--- config.mk ---
export PLATFORM = sky130hd
export DESIGN_NAME = clock_time_setter_flat
export DESIGN_NICKNAME = d
export VERILOG_FILES = /design/src/rtl/clock_time_setter_if.sv /design/src/rtl/clock_time_setter.sv /design/src/flat_wrapper.sv
export SDC_FILE = /design/constraint.sdc
export NUM_CORES = 1
export LEC_CHECK = 0
export CAP_MARGIN = 20
export CELL_PAD_IN_SITES_DETAIL_PLACEMENT = 1
export CELL_PAD_IN_SITES_GLOBAL_PLACEMENT = 1
export CORE_UTILIZATION = 32
export DETAILED_ROUTE_END_ITERATION = 7
export PLACE_DENSITY_LB_ADDON = 0.1
export SKIP_LAST_GASP = 1
export SLEW_MARGIN = 5
export SYNTH_ARGS = -nofsm -noshare
export SYNTH_HDL_FRONTEND = slang
export SYNTH_SLANG_ARGS = --single-unit
--- constraint.sdc ---
create_clock -name Clk -period 3.9 [get_ports Clk]
set_input_delay 0.78 -clock Clk [delete_from_list [all_inputs] [get_ports Clk]]
set_output_delay 0.78 -clock Clk [all_outputs]
set_load 0.02 [all_outputs]
--- src/rtl/clock_time_setter_if.sv ---
// Front-panel bus between the debounced buttons, the live time counters and
// the time-setting controller.
interface clock_time_setter_if;
   logic       btn_mode;
   logic       btn_up;
   logic       btn_down;
   logic [5:0] cur_hours;
   logic [5:0] cur_minutes;
   logic [5:0] cur_seconds;
   logic [1:0] mode;
   logic [5:0] value;
   logic       load;
   logic       run_enable;

   modport slave (
      input  btn_mode, btn_up, btn_down,
      input  cur_hours, cur_minutes, cur_seconds,
      output mode, value, load, run_enable
   );

   modport master (
      output btn_mode, btn_up, btn_down,
      output cur_hours, cur_minutes, cur_seconds,
      input  mode, value, load, run_enable
   );
endinterface

--- src/rtl/clock_time_setter.sv ---
// Time-setting controller: turns button edges into load/mode/value strobes for
// the hours/minutes/seconds counters and freezes them while a field is edited.
module clock_time_setter #(
   parameter int HOURS_MAX  = 24,
   parameter int MINSEC_MAX = 60,
   parameter int TIMEOUT    = 1000
) (
   input logic                Clk,
   input logic                Clr,
   clock_time_setter_if.slave bus
);

   typedef enum logic [1:0] {
      S_RUN  = 2'd0,
      S_SEC  = 2'd1,
      S_MIN  = 2'd2,
      S_HOUR = 2'd3
   } state_t;

   localparam logic [6:0] HMAX = 7'(HOURS_MAX);
   localparam logic [6:0] MMAX = 7'(MINSEC_MAX);
   localparam int IDLE_W = (TIMEOUT > 1) ? $clog2(TIMEOUT + 1) : 1;
   localparam logic [IDLE_W-1:0] TIMEOUT_C = IDLE_W'(TIMEOUT);

   state_t            state_q, state_d;
   logic [5:0]        edit_q, edit_d;
   logic              load_q, load_d;
   logic              run_en_q, run_en_d;
   logic [IDLE_W-1:0] idle_q, idle_d;
   logic              hist_mode_q, hist_up_q, hist_dn_q;

   logic              mode_edge, up_edge, dn_edge, timeout_hit;
   logic [6:0]        field_max;

   // Out-of-range counter values are never shown; the field starts at 0 instead.
   function automatic logic [5:0] clamp_field(input logic [5:0] v, input logic [6:0] m);
      return ({1'b0, v} >= m) ? 6'd0 : v;
   endfunction

   function automatic logic [5:0] inc_wrap(input logic [5:0] e, input logic [6:0] m);
      logic [6:0] n;
      n = {1'b0, e} + 7'd1;
      return (n >= m) ? 6'd0 : n[5:0];
   endfunction

   function automatic logic [5:0] dec_wrap(input logic [5:0] e, input logic [6:0] m);
      logic [6:0] top;
      top = m - 7'd1;
      return (e == 6'd0) ? top[5:0] : e - 6'd1;
   endfunction

   assign mode_edge   = bus.btn_mode & ~hist_mode_q;
   assign up_edge     = bus.btn_up   & ~hist_up_q;
   assign dn_edge     = bus.btn_down & ~hist_dn_q;
   assign field_max   = (state_q == S_HOUR) ? HMAX : MMAX;
   assign timeout_hit = (TIMEOUT != 0) && (state_q != S_RUN) && (idle_q == TIMEOUT_C);

   always_comb begin
      state_d = state_q;
      edit_d  = edit_q;
      load_d  = 1'b0;
      idle_d  = idle_q;

      if (mode_edge) begin
         // Mode has priority; any up/down edge in the same cycle is dropped.
         idle_d = '0;
         case (state_q)
            S_RUN: begin
               state_d = S_HOUR;
               edit_d  = clamp_field(bus.cur_hours, HMAX);
            end
            S_HOUR: begin
               state_d = S_MIN;
               edit_d  = clamp_field(bus.cur_minutes, MMAX);
            end
            S_MIN: begin
               state_d = S_SEC;
               edit_d  = clamp_field(bus.cur_seconds, MMAX);
            end
            default: begin
               state_d = S_RUN;
               edit_d  = 6'd0;
            end
         endcase
      end else if (timeout_hit) begin
         state_d = S_RUN;
         edit_d  = 6'd0;
         idle_d  = '0;
      end else if (state_q != S_RUN) begin
         if (up_edge && !dn_edge) begin
            edit_d = inc_wrap(edit_q, field_max);
            load_d = 1'b1;
            idle_d = '0;
         end else if (dn_edge && !up_edge) begin
            edit_d = dec_wrap(edit_q, field_max);
            load_d = 1'b1;
            idle_d = '0;
         end else if (up_edge && dn_edge) begin
            idle_d = '0;
         end else if (idle_q != TIMEOUT_C) begin
            idle_d = idle_q + IDLE_W'(1);
         end
      end else begin
         idle_d = '0;
      end

      run_en_d = (state_d == S_RUN);
   end

   always_ff @(posedge Clk or negedge Clr) begin
      if (!Clr) begin
         state_q     <= S_RUN;
         edit_q      <= 6'd0;
         load_q      <= 1'b0;
         run_en_q    <= 1'b1;
         idle_q      <= '0;
         // History starts high so a button held through reset is not an edge.
         hist_mode_q <= 1'b1;
         hist_up_q   <= 1'b1;
         hist_dn_q   <= 1'b1;
      end else begin
         state_q     <= state_d;
         edit_q      <= edit_d;
         load_q      <= load_d;
         run_en_q    <= run_en_d;
         idle_q      <= idle_d;
         hist_mode_q <= bus.btn_mode;
         hist_up_q   <= bus.btn_up;
         hist_dn_q   <= bus.btn_down;
      end
   end

   assign bus.mode       = state_q;
   assign bus.value      = (state_q == S_RUN) ? 6'd0 : edit_q;
   assign bus.load       = load_q;
   assign bus.run_enable = run_en_q;

endmodule

--- src/flat_wrapper.sv ---
// flat-port wrapper written by rule: the top's interface ports become plain ports
module clock_time_setter_flat 
#(
   parameter int HOURS_MAX  = 24,
   parameter int MINSEC_MAX = 60,
   parameter int TIMEOUT    = 1000
)
  (Clk, Clr, bus_btn_mode, bus_btn_up, bus_btn_down, bus_cur_hours, bus_cur_minutes, bus_cur_seconds, bus_mode, bus_value, bus_load, bus_run_enable);
  clock_time_setter_if bus_i ();
  input logic Clk;
  input logic Clr;
  input wire logic [$bits(bus_i.btn_mode)-1:0] bus_btn_mode;
  input wire logic [$bits(bus_i.btn_up)-1:0] bus_btn_up;
  input wire logic [$bits(bus_i.btn_down)-1:0] bus_btn_down;
  input wire logic [$bits(bus_i.cur_hours)-1:0] bus_cur_hours;
  input wire logic [$bits(bus_i.cur_minutes)-1:0] bus_cur_minutes;
  input wire logic [$bits(bus_i.cur_seconds)-1:0] bus_cur_seconds;
  output wire logic [$bits(bus_i.mode)-1:0] bus_mode;
  output wire logic [$bits(bus_i.value)-1:0] bus_value;
  output wire logic [$bits(bus_i.load)-1:0] bus_load;
  output wire logic [$bits(bus_i.run_enable)-1:0] bus_run_enable;
  assign bus_i.btn_mode = bus_btn_mode;
  assign bus_i.btn_up = bus_btn_up;
  assign bus_i.btn_down = bus_btn_down;
  assign bus_i.cur_hours = bus_cur_hours;
  assign bus_i.cur_minutes = bus_cur_minutes;
  assign bus_i.cur_seconds = bus_cur_seconds;
  assign bus_mode = bus_i.mode;
  assign bus_value = bus_i.value;
  assign bus_load = bus_i.load;
  assign bus_run_enable = bus_i.run_enable;
  clock_time_setter #(.HOURS_MAX(HOURS_MAX), .MINSEC_MAX(MINSEC_MAX), .TIMEOUT(TIMEOUT)) u_core (.Clk(Clk), .Clr(Clr), .bus(bus_i));
endmodule
==> impl_metrics.ini, run 1 <==
; generated from flow reports
[cts]
insertion_delay_ns = 0.27
hold_buffers = 0
clock_path_buffers = 2
post_cts_buffers = 0
ctsResizeCount = 0
cts_buffers = 3

[global_routing]
grt_max_degree = 24
grt_pass1_wl_um = 7672
grt_use_met1 = 0.2442
antenna_found_initial = 0

[pwr]
power_mw = 1.289
vdd_drop_max_uv = 274.2
power_frac_seq = 0.313
pwr-share-clk = 0.114

[worst_setup_path]
crit_path_start = u_core.bus.mode[0]$_DFF_PN0_
reg2regPathDepth = 9
path_cells = inv_1 > ha_1 > nor2b_1 > clkdlybuf4s50_1
max_stage_delay_ns = 0.62
worst-path-stages = 4
r2r_end = u_core.edit_q[1]$_DFFE_PN0P_
regToRegStartpoint = u_core.edit_q[2]$_DFFE_PN0P_
critPathRequiredTime_ns = 3.12

[synthesis]
ys_sh_simple = 0.1994
synth_cells = 198
yosys.cell_types.count = 46
top_area_frac = 0.2806
async_flop_share = 1.000
syn_avg_cell_area_um2 = 8.556
enable_flop_cells = 0
yosys_area_um2 = 1694
syn_nets = 235

[min_path]
hp-start = u_core.idle_q[0]$_DFFE_PN0P_
hold_class = reg2reg
hold_end = u_core.idle_q[0]$_DFFE_PN0P_

[outcome]
outcome = complete, no violations

[finish]
fill_cells = 619
final_cell_count_no_fill = 296

[final_timing]
hold_viol_final = 0
whs_ns = 0.5257
fin_crit_ns = 2.750

[flow_run]
openroad.warnings = 33

[floorplanning]
fp_util = 0.3317
run 1: layout by cell type (no fill, tap or decap), types with 4 or more instances in the layout:
cell type and count:
a21oi_1 9, xnor2_1 9, dfrtp_1 19, clkdlybuf4s50_1 32, a221o_1 4, inv_1 17
nand2b_1 6, o22ai_1 6, nor2b_1 4, xor2_1 4, ha_1 14, nand2_1 12
nor2_1 24, dfstp_2 4, nand3_1 9, o21ai_0 8
run 1: cells in the mapped netlist, types with 2 or more instances:
cell type  instances
o22ai_1            6
a211oi_1           2
and3_1             2
inv_1             17
dfrtp_1           19
clkbuf_1           5
nand2b_1           6
nand2_1           12
o211ai_1           2
dfstp_2            4
o22a_1             2
nand3_1            9
xnor2_1            9
a221o_1            4
nor2b_1            4
a22oi_1            2
o21ai_0            8
a32oi_1            3
a21oi_1            9
buf_2              4
ha_1              14
o31a_1             2
a31oi_1            3
nor2_1            24
nor3_1             2
xor2_1             4
run 1: final cells by class:
type,count,area (um2),area share
Clock buffer,3,41.29,0.01932
Clock inverter,1,5.005,0.002342
Inverter,17,63.81,0.02986
Multi-Input combinational cell,149,1011,0.4731
Sequential cell,23,580.6,0.2717
Tap cell,70,87.58,0.04098
Timing Repair Buffer,33,347.8,0.1628
run 1: per-layer routing:
layer,part of all wire,up-vias
li1,-,754
met1,0.46,783
met2,0.50,24
met3,0.026,2
met4,0.0041,0
met5,0,-
run 1: registers in the layout, summed over array words and instances (netlist names):
signal                 count
u_core.bus.load            1
u_core.bus.mode            2
u_core.bus.run_enable      1
u_core.edit_q              6
u_core.hist_dn_q           1
u_core.hist_mode_q         1
u_core.hist_up_q           1
u_core.idle_q             10
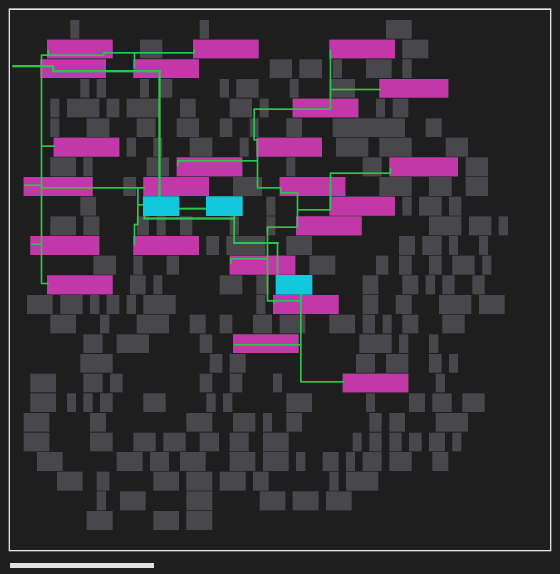
*Clock distribution, run 1*
Bar = 20 um.
Cyan stands for clock-net drivers, count 3. Green stands for clock wires, length 299 um. Magenta stands for flip-flops, count 23.
There are 4 routed clock nets.

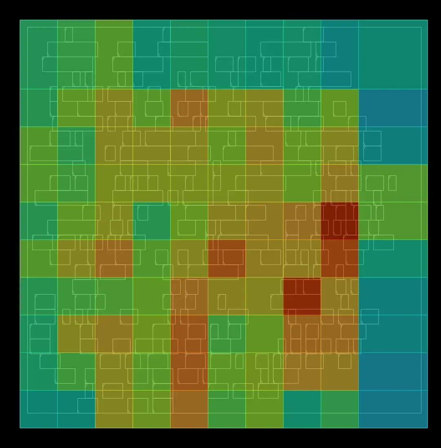
*Congestion heat map, run 1*
Wirelength per Cell: 15.76 um
total track usage: 0.1776
met3 Use GR: 0.03213

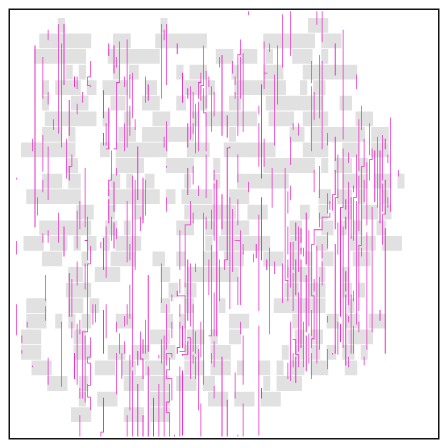
*Signal wires on met2, run 1*
Cells faint in the background.
The wires run mostly vertical. The layer carries 2,350 um of wire. The longest straight run is 33.3 um. 233 nets have wire on it. The layer holds 50% of the routed length.
Vias: 1,563
GRT met2 Usage: 0.2943
final wirelength: 4665 um

### M3 wires, run 1

Bar = 20 um. Cells faint in the background.
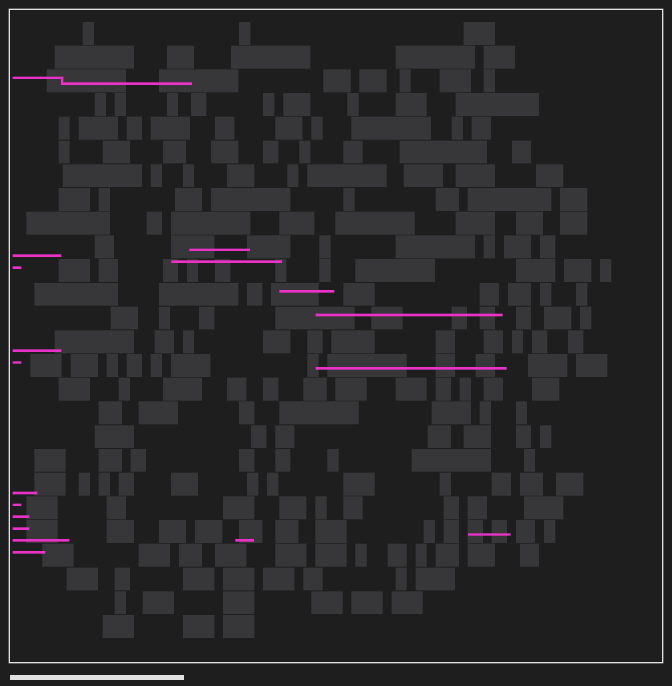

==> run 1 -> run 2 <==
==> constraint.sdc (replaced) <==
create_clock -name Clk -period 2.44 [get_ports Clk]
set_input_delay 0.488 -clock Clk [delete_from_list [all_inputs] [get_ports Clk]]
set_output_delay 0.488 -clock Clk [all_outputs]
set_load 0.02 [all_outputs]
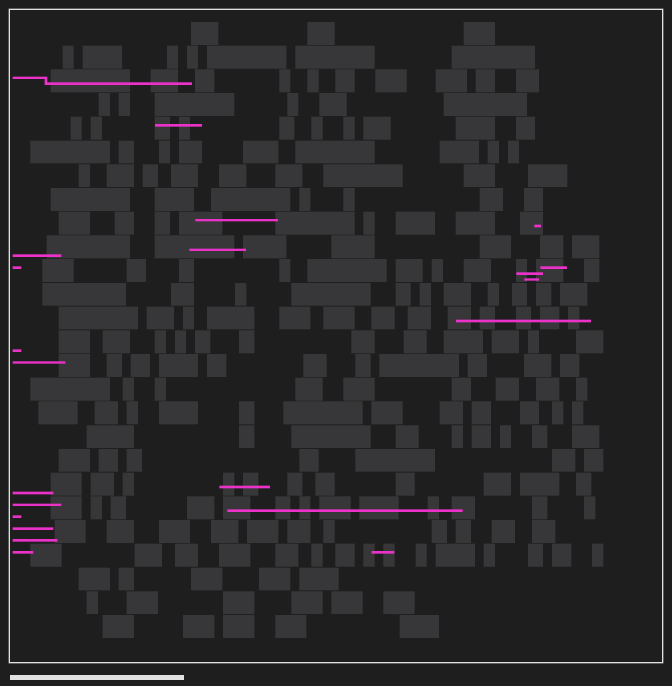
*M3 wires, run 2*
Bar = 20 um. Cells faint in the background.
The layer holds 2.7% of the routed length. The layer carries 132 um of wire.
met3 Use GR: 0.02544
Vias: 1,598

==> run 2 against run 1 <==
  * Global-route usage up 1.1 points
  * Area after synthesis unchanged
  * Wire length up 4.3%
  * Largest cell class unchanged
  * Highest routed layer unchanged
  * Clock skew down 0.0040 ns
  * Register-to-register slack worse by 1.1 ns
  * Power up 70%
  * Via count up 2.2%
  * Critical path depth unchanged
  * Combinational power up 88%
==> impl_metrics.ini, run 2 <==
; generated from flow reports
[place]
preCtsSetupSlack_ns = 0.1365
place.gp.congestion = 0.8683

[cts]
hold_buffers = 0
clock_path_buffers = 2
cts_tree = built
insertion_delay_ns = 0.26
cts_sinks = 23
cts_buffers = 3
ctsResizeCount = 1
post_cts_buffers = 0
htree_levels = 1

[pwr]
power_mw = 2.197
vdd_drop_max_uv = 435.8
power_frac_seq = 0.261
p_seq_mw = 0.573
pwr-share-clk = 0.105

[route]
wirelength_um = 4864
drt_iter0_markers = 30
wl_per_cell_um = 15.79

[global_routing]
grt_max_degree = 24
grt_pass1_vias = 1684
grt.total_usage = 0.1887
antenna_found_initial = 0
grt_pass1_wl_um = 8004

[floorplanning]
fp_util = 0.3317
ios = 33

[worst_setup_path]
path_buffers = 2
reg2regPathDepth = 9
regToRegStartpoint = u_core.edit_q[4]$_DFFE_PN0P_
path_cells = inv_1 > ha_2 > nor2b_1 > clkdlybuf4s50_1
worst_setup_path_start_kind = flip-flop
max_stage_delay_ns = 0.62
worstPathArrival_ns = 1.85
critPathRequiredTime_ns = 1.95
critPathMaxFanout = 13
r2r_end = u_core.edit_q[1]$_DFFE_PN0P_

[synthesis]
synth_area_um2 = 1694
ys_cells = 198
netlist_top_cells_count = nor2_1 (24), dfrtp_1 (19), inv_1 (17)
yosys_area_um2 = 1694
async_flop_share = 1.000
enable_flop_cells = 0
top_area_frac = 0.2806
ys_seq_share = 0.3427
yosys.cell_types.count = 46
syn_avg_cell_area_um2 = 8.556
ys_sh_simple = 0.1994
synthTopCellsByArea = dfrtp_1 (28%), ha_1 (10%), dfstp_2 (6.2%)
syn_nets = 235
most_common_cell = nor2_1
synth_cells = 198

[finish]
regMostFlops = u_core.idle_q
drive_gt1_frac = 0.1176
largest_register_ffs = 10
most-common-layout-cells = clkdlybuf4s50_1 (29), nor2_1 (24), dfrtp_1 (19)
fill_cells = 627
antenna_cells = 0
mostFrequentLayoutCell = clkdlybuf4s50_1

[min_path]
hold_depth = 1
hold_class = reg2reg
hp-start = u_core.idle_q[0]$_DFFE_PN0P_
hold_end = u_core.idle_q[0]$_DFFE_PN0P_

[final_timing]
fin_crit_ns = 2.338
finalMaxSlewViolations = 0
whs_ns = 0.5236
hold_viol_final = 0
worstMarginPinSlew_ns = 0.5880
fmax_mhz = 427.7

[flow_run]
openroad.warnings = 33

[outcome]
outcome = complete, no violations
[run 2: cell counts after synthesis]
No cell type changed its count.
[run 2: how the worst max path moves through the flow]
stage / slack, ns / end / start / depth (start not counted)
after floorplan: 0.26 / u_core.edit_q[1]$_DFFE_PN0P_ / u_core.edit_q[1]$_DFFE_PN0P_ / 10
after global placement: 0.21 / u_core.idle_q[3]$_DFFE_PN0P_ / bus_btn_up / 6
after detailed placement: 0.14 / u_core.edit_q[1]$_DFFE_PN0P_ / u_core.edit_q[4]$_DFFE_PN0P_ / 9
after CTS: 0.06 / bus_value[2] / u_core.bus.mode[0]$_DFF_PN0_ / 4
after global routing: 0.0008 / bus_value[4] / u_core.bus.mode[0]$_DFF_PN0_ / 4
final: 0.10 / bus_value[4] / u_core.bus.mode[0]$_DFF_PN0_ / 4
[run 2: area by class of cell]
cell class                 count  area [um2]  area share
timing repair buffer          45       425.4      0.1919
tap                           70       87.58     0.03950
inverter                      17       63.81     0.02878
clock inverter                 1       5.005    0.002257
clock buffer                   3       41.29     0.01862
multi-input combinational    149        1013      0.4571
sequential                    23       580.6      0.2619
[run 2: metal layers]
layer / wire length (um) / up-vias / global-route usage
met4: 29 / 0 / 0.03354
li1: - / 785 / -
met3: 132 / 4 / 0.02544
met5: 0 / - / 0
met1: 2318 / 777 / 0.2577
met2: 2383 / 32 / 0.3223
[run 2: logic make-up (layout without fill, tap and decap cells)]
| group | count (synthesis) | in the layout |
|---|---|---|
| simple gates | 68 | 68 |
| compound gates | 54 | 54 |
| buf+inv | 26 | 66 |
| flops | 23 | 23 |
| fa+ha+maj | 14 | 14 |
| xor+xnor | 13 | 13 |
[run 2: through the flow]
stage	instances	area, um2
global placement	304	2161
CTS	308	2210
global route	308	2217
floorplan	198	1694
finish	308	2217
detailed placement	304	2161
### Clock distribution, run 2

Bar = 20 um.
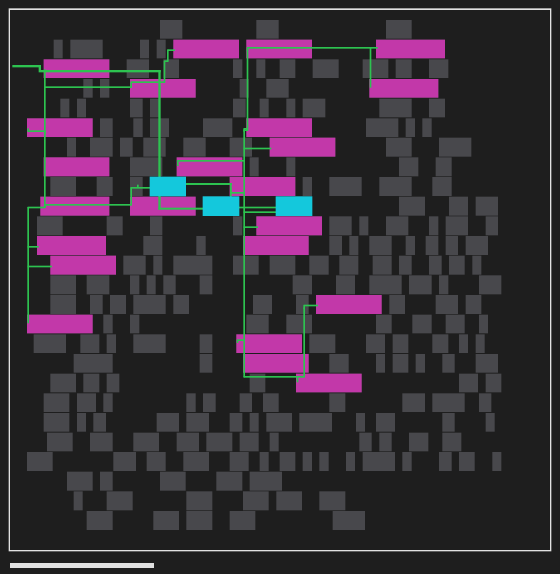

==> run 2 -> run 3 <==
--- a/config.mk
+++ b/config.mk
@@ -5,6 +5,7 @@
 export SDC_FILE = /design/constraint.sdc
 export NUM_CORES = 1
 export LEC_CHECK = 0
+export ABC_CLOCK_PERIOD_IN_PS = 2300
 export CAP_MARGIN = 20
 export CELL_PAD_IN_SITES_DETAIL_PLACEMENT = 1
 export CELL_PAD_IN_SITES_GLOBAL_PLACEMENT = 1
==> constraint.sdc (replaced) <==
create_clock -name Clk -period 2.3 [get_ports Clk]
set_input_delay 0.46 -clock Clk [delete_from_list [all_inputs] [get_ports Clk]]
set_output_delay 0.46 -clock Clk [all_outputs]
set_load 0.02 [all_outputs]
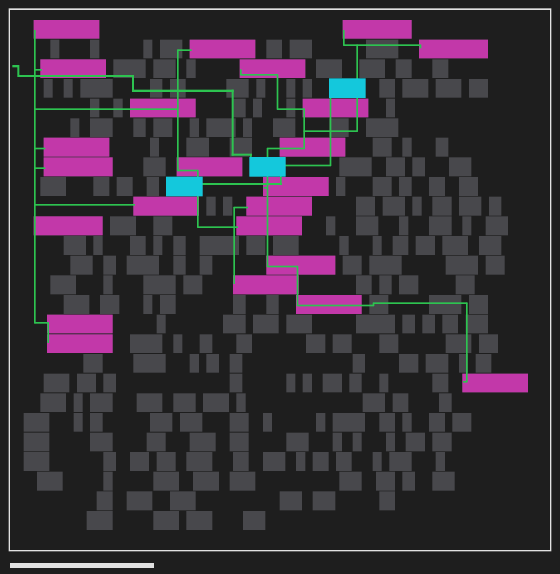
*Clock distribution, run 3*
Bar = 20 um.
Cyan stands for clock-net drivers, count 3. Magenta stands for flip-flops, count 23. Green stands for clock wires, length 330 um.
There are 4 routed clock nets.

==> run 3 against run 2 <==
  * Final area rose by 3.5%
  * Global-route usage rose by 1.2 points
  * Via count rose by 4.7%
  * Count of clock-buffer cells in the layout did not move
  * Sequential power rose by 5.1%
  * Worst setup slack got worse by 0.024 ns
  * Die area did not move
  * Clock power rose by 13%
  * Combinational power rose by about 10%
  * Synthesized cell count did not move
  * Critical path depth rose by 6
==> impl_metrics.ini, run 3 <==
; generated from flow reports
[floorplanning]
fp_util = 0.3317
ios = 33
nWellTaps = 70

[synthesis]
enable_flop_cells = 0
yosys.cell_types.count = 46
syn_nets = 235
synth_area_um2 = 1694
synthTopCellsByArea = dfrtp_1 (28%), ha_1 (10%), dfstp_2 (6.2%)
ys_seq_share = 0.3427
top_area_frac = 0.2806

[finish]
seq_share = 0.2535
buffer_area_frac = 0.2148
drive_gt1_frac = 0.1687
fill_cells = 643
n_all_buffers = 56
multi_input_comb_cells = 149
clk_share = 0.02127

[cts]
cts_buffers = 3
hold_buffers = 0
cts_tree = built

[route]
wl_per_cell_um = 16.09
drt_iter0_markers = 33
wirelength_um = 5133

[final_timing]
whs_ns = 0.5203
worstMarginPinSlew_ns = 0.4751
fmax_mhz = 450.0

[worst_setup_path]
crit_path_start = u_core.edit_q[1]$_DFFE_PN0P_
critPathRequiredTime_ns = 2.45
max_stage_delay_ns = 0.42
path_buffers = 2
r2r_end = u_core.edit_q[1]$_DFFE_PN0P_
regToRegStartpoint = u_core.edit_q[1]$_DFFE_PN0P_

[global_routing]
grt.total_usage = 0.2008
antenna_found_initial = 0
grt_max_degree = 24

[outcome]
outcome = complete, no violations

[pwr]
pwr-share-clk = 0.106
## run 3: netlist changes by cell type in the layout (fill, tap and decap cells not counted)
cell             previous run  this run
dfrtp_2                     0         1
o21ai_0                     6         4
buf_4                      13        24
dlymetal6s2s_1              3         0
dfrtp_1                    19        18
nor2_1                     24        23
dlygate4sd2_1               0         6
clkdlybuf4s50_1            29        26
o21ai_1                     3         4
clkinvlp_4                  0         1
clkinv_2                    1         0
nor2_2                      0         1
o21ai_2                     0         1
## run 3: worst register-to-register path: stages (launching register included)
cell      delay [ns]
dfrtp_1         0.42
nand3_1         0.15
nor2_2          0.12
xnor2_1         0.15
inv_1           0.07
ha_1            0.31
nand4b_1        0.16
o21ai_1         0.18
buf_4           0.15
o22ai_1         0.10
a221o_1         0.31
## run 3: worst max-delay path by stage
stage / endpoint / slack, ns / depth (start not counted)
final: u_core.edit_q[1]$_DFFE_PN0P_ / 0.08 / 10
after global routing: u_core.edit_q[1]$_DFFE_PN0P_ / -0.04 / 11
after floorplan: u_core.edit_q[1]$_DFFE_PN0P_ / 0.12 / 10
after detailed placement: u_core.edit_q[1]$_DFFE_PN0P_ / -0.02 / 10
after global placement: u_core.idle_q[9]$_DFFE_PN0P_ / 0.12 / 6
after CTS: u_core.edit_q[4]$_DFFE_PN0P_ / 0.01 / 11
## run 3: cells by family after synthesis
kind of cell / synth area share
AND-OR/OR-AND: 0.2267
flip-flops: 0.3427
AND/OR/NAND/NOR: 0.1994
XOR/XNOR: 0.06721
adder cells (fa/ha/maj): 0.1034
buffers and inverters: 0.06056
## run 3: per-layer routing
metal	GRT usage	routed length [um]
met1	0.2658	2388
met2	0.3423	2559
met3	0.03347	117
met4	0.04822	67
met5	0	0
Power figures rest on the tool's default switching activity, not on a simulated workload.
